==> src/rtl/pipe_chain.sv <==
// pipe_chain: parametrised valid/ready register chain with bubble collapse and single-cycle flush.
// Define PIPE_CHAIN_OCC_EN to add the o_occupancy live-entry counter.
module pipe_chain #(
  parameter int WIDTH = 32,
  parameter int DEPTH = 4
) (
  input  logic             i_clock,
  input  logic             i_reset,
  input  logic             i_flush,
  input  logic             i_in_valid,
  output logic             o_in_ready,
  input  logic [WIDTH-1:0] i_in_data,
  output logic             o_out_valid,
  input  logic             i_out_ready,
  output logic [WIDTH-1:0] o_out_data
`ifdef PIPE_CHAIN_OCC_EN
  ,
  output logic [$clog2(DEPTH+1)-1:0] o_occupancy
`endif
);

  logic [DEPTH-1:0] r_vld;
  logic [WIDTH-1:0] r_data [DEPTH];
  logic [DEPTH-1:0] w_adv;
  logic             w_in_xfer;
  logic             w_out_xfer;

  // A stage may advance if it is empty or everything downstream of it moves.
  always_comb begin
    logic carry;
    w_adv = '0;
    carry = ~r_vld[DEPTH-1] | i_out_ready;
    w_adv[DEPTH-1] = carry;
    for (int k = DEPTH - 2; k >= 0; k--) begin
      carry    = ~r_vld[k] | carry;
      w_adv[k] = carry;
    end
  end

  assign o_in_ready  = w_adv[0] & ~i_flush & ~i_reset;
  assign o_out_valid = r_vld[DEPTH-1] & ~i_flush & ~i_reset;
  assign o_out_data  = r_data[DEPTH-1];
  assign w_in_xfer   = i_in_valid & o_in_ready;
  assign w_out_xfer  = o_out_valid & i_out_ready;

  always_ff @(posedge i_clock) begin
    if (i_reset || i_flush) begin
      r_vld <= '0;
    end else begin
      if (w_adv[0]) r_vld[0] <= w_in_xfer;
      for (int k = 1; k < DEPTH; k++) begin
        if (w_adv[k]) r_vld[k] <= r_vld[k-1];
      end
    end
  end

  // Payload registers carry no reset; bubbles never overwrite them.
  always_ff @(posedge i_clock) begin
    if (w_adv[0] && w_in_xfer) r_data[0] <= i_in_data;
    for (int k = 1; k < DEPTH; k++) begin
      if (w_adv[k] && r_vld[k-1]) r_data[k] <= r_data[k-1];
    end
  end

`ifdef PIPE_CHAIN_OCC_EN
  localparam int OCC_W = $clog2(DEPTH + 1);
  logic [OCC_W-1:0] r_occ;

  always_ff @(posedge i_clock) begin
    if (i_reset || i_flush) begin
      r_occ <= '0;
    end else begin
      case ({w_in_xfer, w_out_xfer})
        2'b10:   r_occ <= r_occ + OCC_W'(1);
        2'b01:   r_occ <= r_occ - OCC_W'(1);
        default: r_occ <= r_occ;
      endcase
    end
  end

  assign o_occupancy = r_occ;
`endif

endmodule

==> config.mk <==
export PLATFORM = sky130hd
export DESIGN_NAME = pipe_chain
export DESIGN_NICKNAME = d
export VERILOG_FILES = /design/src/rtl/pipe_chain.sv
export SDC_FILE = /design/constraint.sdc
export NUM_CORES = 1
export LEC_CHECK = 0
export CAP_MARGIN = 20
export CORE_MARGIN = 5
export CORE_UTILIZATION = 54
export DETAILED_ROUTE_END_ITERATION = 16
export HOLD_SLACK_MARGIN = 0.06
export PLACE_DENSITY = 0.81
export SLEW_MARGIN = 15
export SYNTH_ARGS = -nofsm -noshare
export SYNTH_HDL_FRONTEND = slang
export SYNTH_SLANG_ARGS = --single-unit
==> constraint.sdc <==
create_clock -name i_clock -period 6.45 [get_ports i_clock]
set_input_delay 0.9675 -clock i_clock [delete_from_list [all_inputs] [get_ports i_clock]]
set_output_delay 0.9675 -clock i_clock [all_outputs]
set_load 0.01 [all_outputs]
==> flow_metrics.py <==
# Flow results
metrics = {
    "run_status": {
        "outcome": "finished clean",
    },
    "cells_and_area": {
        "nFillCells": 400,
        "final_area_um2": 5370,
        "logic_area_um2": 130,
        "regArea_um2": 3920,
    },
    "die": {
        "core-area_um2": 7250,
        "die_y_um": 96.4,
        "rows": 31,
    },
    "grt": {
        "grt-ovfl-total": 0,
        "grt_max_degree": 33,
        "grt_pass1_vias": 1796,
        "antenna_found_initial": 0,
    },
    "detailed_routing": {
        "wl_per_cell_um": 17.3,
        "drc": 0,
    },
    "synth": {
        "area_leaders": "edfxtp_1 (95%), dfxtp_1 (2.0%), nor2b_1 (0.62%), o21a_1 (0.56%), a21boi_0 (0.37%)",
        "synth_nets": 184,
        "top_cell": "edfxtp_1",
        "synthTopCellsByCount": "edfxtp_1 (128), dfxtp_1 (4), nor2b_1 (4), o21a_1 (3), a21boi_0 (2)",
        "yosysChipArea_um2": 4040,
        "synth_area_um2": 4040,
        "avgSynthCellArea_um2": 27.4,
        "async_flop_share": 0,
        "largest_area_cell": "edfxtp_1",
    },
    "worst_setup_path": {
        "critical_path_peak_fanout": 6,
        "r2r_end": "r_data[0][25]$_DFFE_PP_",
        "rr_worst_depth": 2,
        "required_ps": 5480,
        "arrival_ps": 2520,
        "reg2reg_slack_ps": 4710,
    },
    "cts": {
        "cts_tree": "done",
        "post_cts_buffers": 0,
        "cts_max_level": 4,
        "ctsResizeCount": 0,
    },
    "job": {
        "warnings": 26,
    },
    "sta": {
        "finalCriticalPeriod_ps": 3490,
        "maxSlewViolCount": 0,
        "maxSlewHeadroom": 0.329,
        "finalSetupTns_ps": 0,
        "rsz0062_at_grt": "false",
    },
    "pwr": {
        "p_leak_nw": 1.77,
    },
    "place": {
        "place_ws_ps": 2960,
        "place_congestion": 0.783,
        "place.port_buffers": 70,
    },
}
==> final cells by class <==
cell class,count,share of cell area
Sequential cell,132,0.730
Multi-Input combinational cell,15,0.0242
Tap cell,99,0.0231
Timing Repair Buffer,73,0.135
Clock inverter,9,0.00745
Clock buffer,22,0.0806
==> report_power, final <==
part	leakage (nW)	internal (mW)	switching (mW)
Clock	0.236	0.458	0.294
Sequential	1.20	0.950	0.00398
Combinational	0.338	0.0214	0.0127
Total	1.77	1.43	0.311
==> stage by stage <==
step                      std cells  hold WS (ps)
after floorplan                 147           400
after global placement          319           400
final                           350           412
after CTS                       350           414
after global routing            350           420
after detailed placement        319           405
==> flip-flops by register name (all words and copies together) (netlist names) <==
register,cells
r_vld,4
r_data,128
==> cells by family (layout without fill, tap and decap cells) <==
family / after synthesis / after routing / synth area share
and+or+nand+nor: 9 / 9 / 0.0161
buffers and inverters: 0 / 104 / 0
AOI/OAI and AO/OA: 6 / 6 / 0.0115
DFF: 132 / 132 / 0.972
==> worst max-delay path by stage <==
stage                                  end  cells past startpoint   startpoint
global placement                o_in_ready                      4  i_out_ready
finish                          o_in_ready                      4      i_reset
CTS                             o_in_ready                      4      i_reset
global route                    o_in_ready                      4      i_reset
floorplan           r_data[0][0]$_DFFE_PP_                      2      i_reset
detailed placement              o_in_ready                      4      i_reset
==> routing by layer <==
layer / track usage / share of wire / vias up
li1: - / - / 781
met1: 0.177 / 0.39 / 816
met2: 0.233 / 0.52 / 58
met3: 0.0728 / 0.063 / 11
met4: 0.0818 / 0.021 / 0
met5: 0 / 0 / -
==> critical path, cell delays in order <==
cell	delay, ps
clkdlybuf4s50_1	440
nor2_1	310
a21boi_0	230
clkdlybuf4s50_1	580
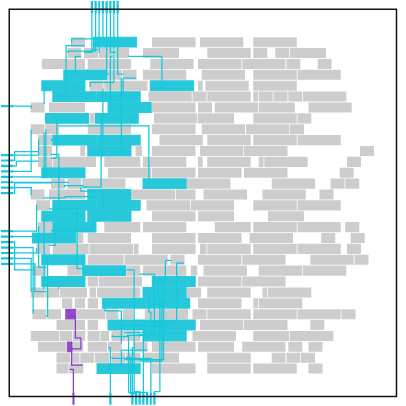
port_trees.png
Scale: 4 px per um.
`i_in_data` -> cyan  # bits 32, direction input, edge 16 west, 8 south, 8 north, end cells 32, buffers 32, wire 993 um
`i_reset` -> purple  # bits 1, direction input, edge south, end cells 2, buffers 1, wire 27.8 um

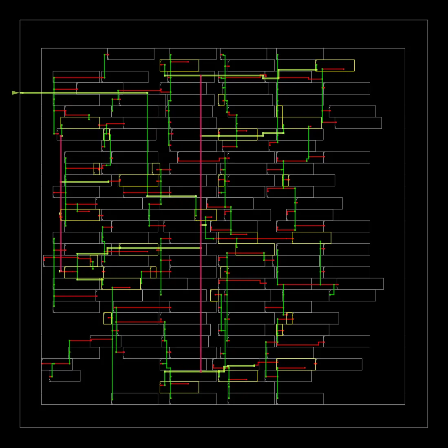
clock_nets.png
clk_skew: 4.95 ps
clkbuf count: 22
seq_cells: 132
worst skew pair latency: 500 ps

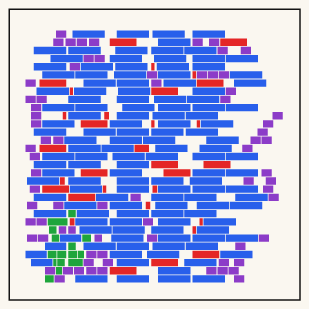
class_map.png
Scale: 3 px per um.
remaining logic cells -> green  # cells 15, share of their area 2.5%
clock drivers and dummy loads -> red  # cells 31, share of their area 9.0%
remaining buffers and delay cells -> purple  # cells 73, share of their area 14%
registers -> blue  # cells 132, share of their area 75%

Power is estimated from default activity; no workload was simulated.
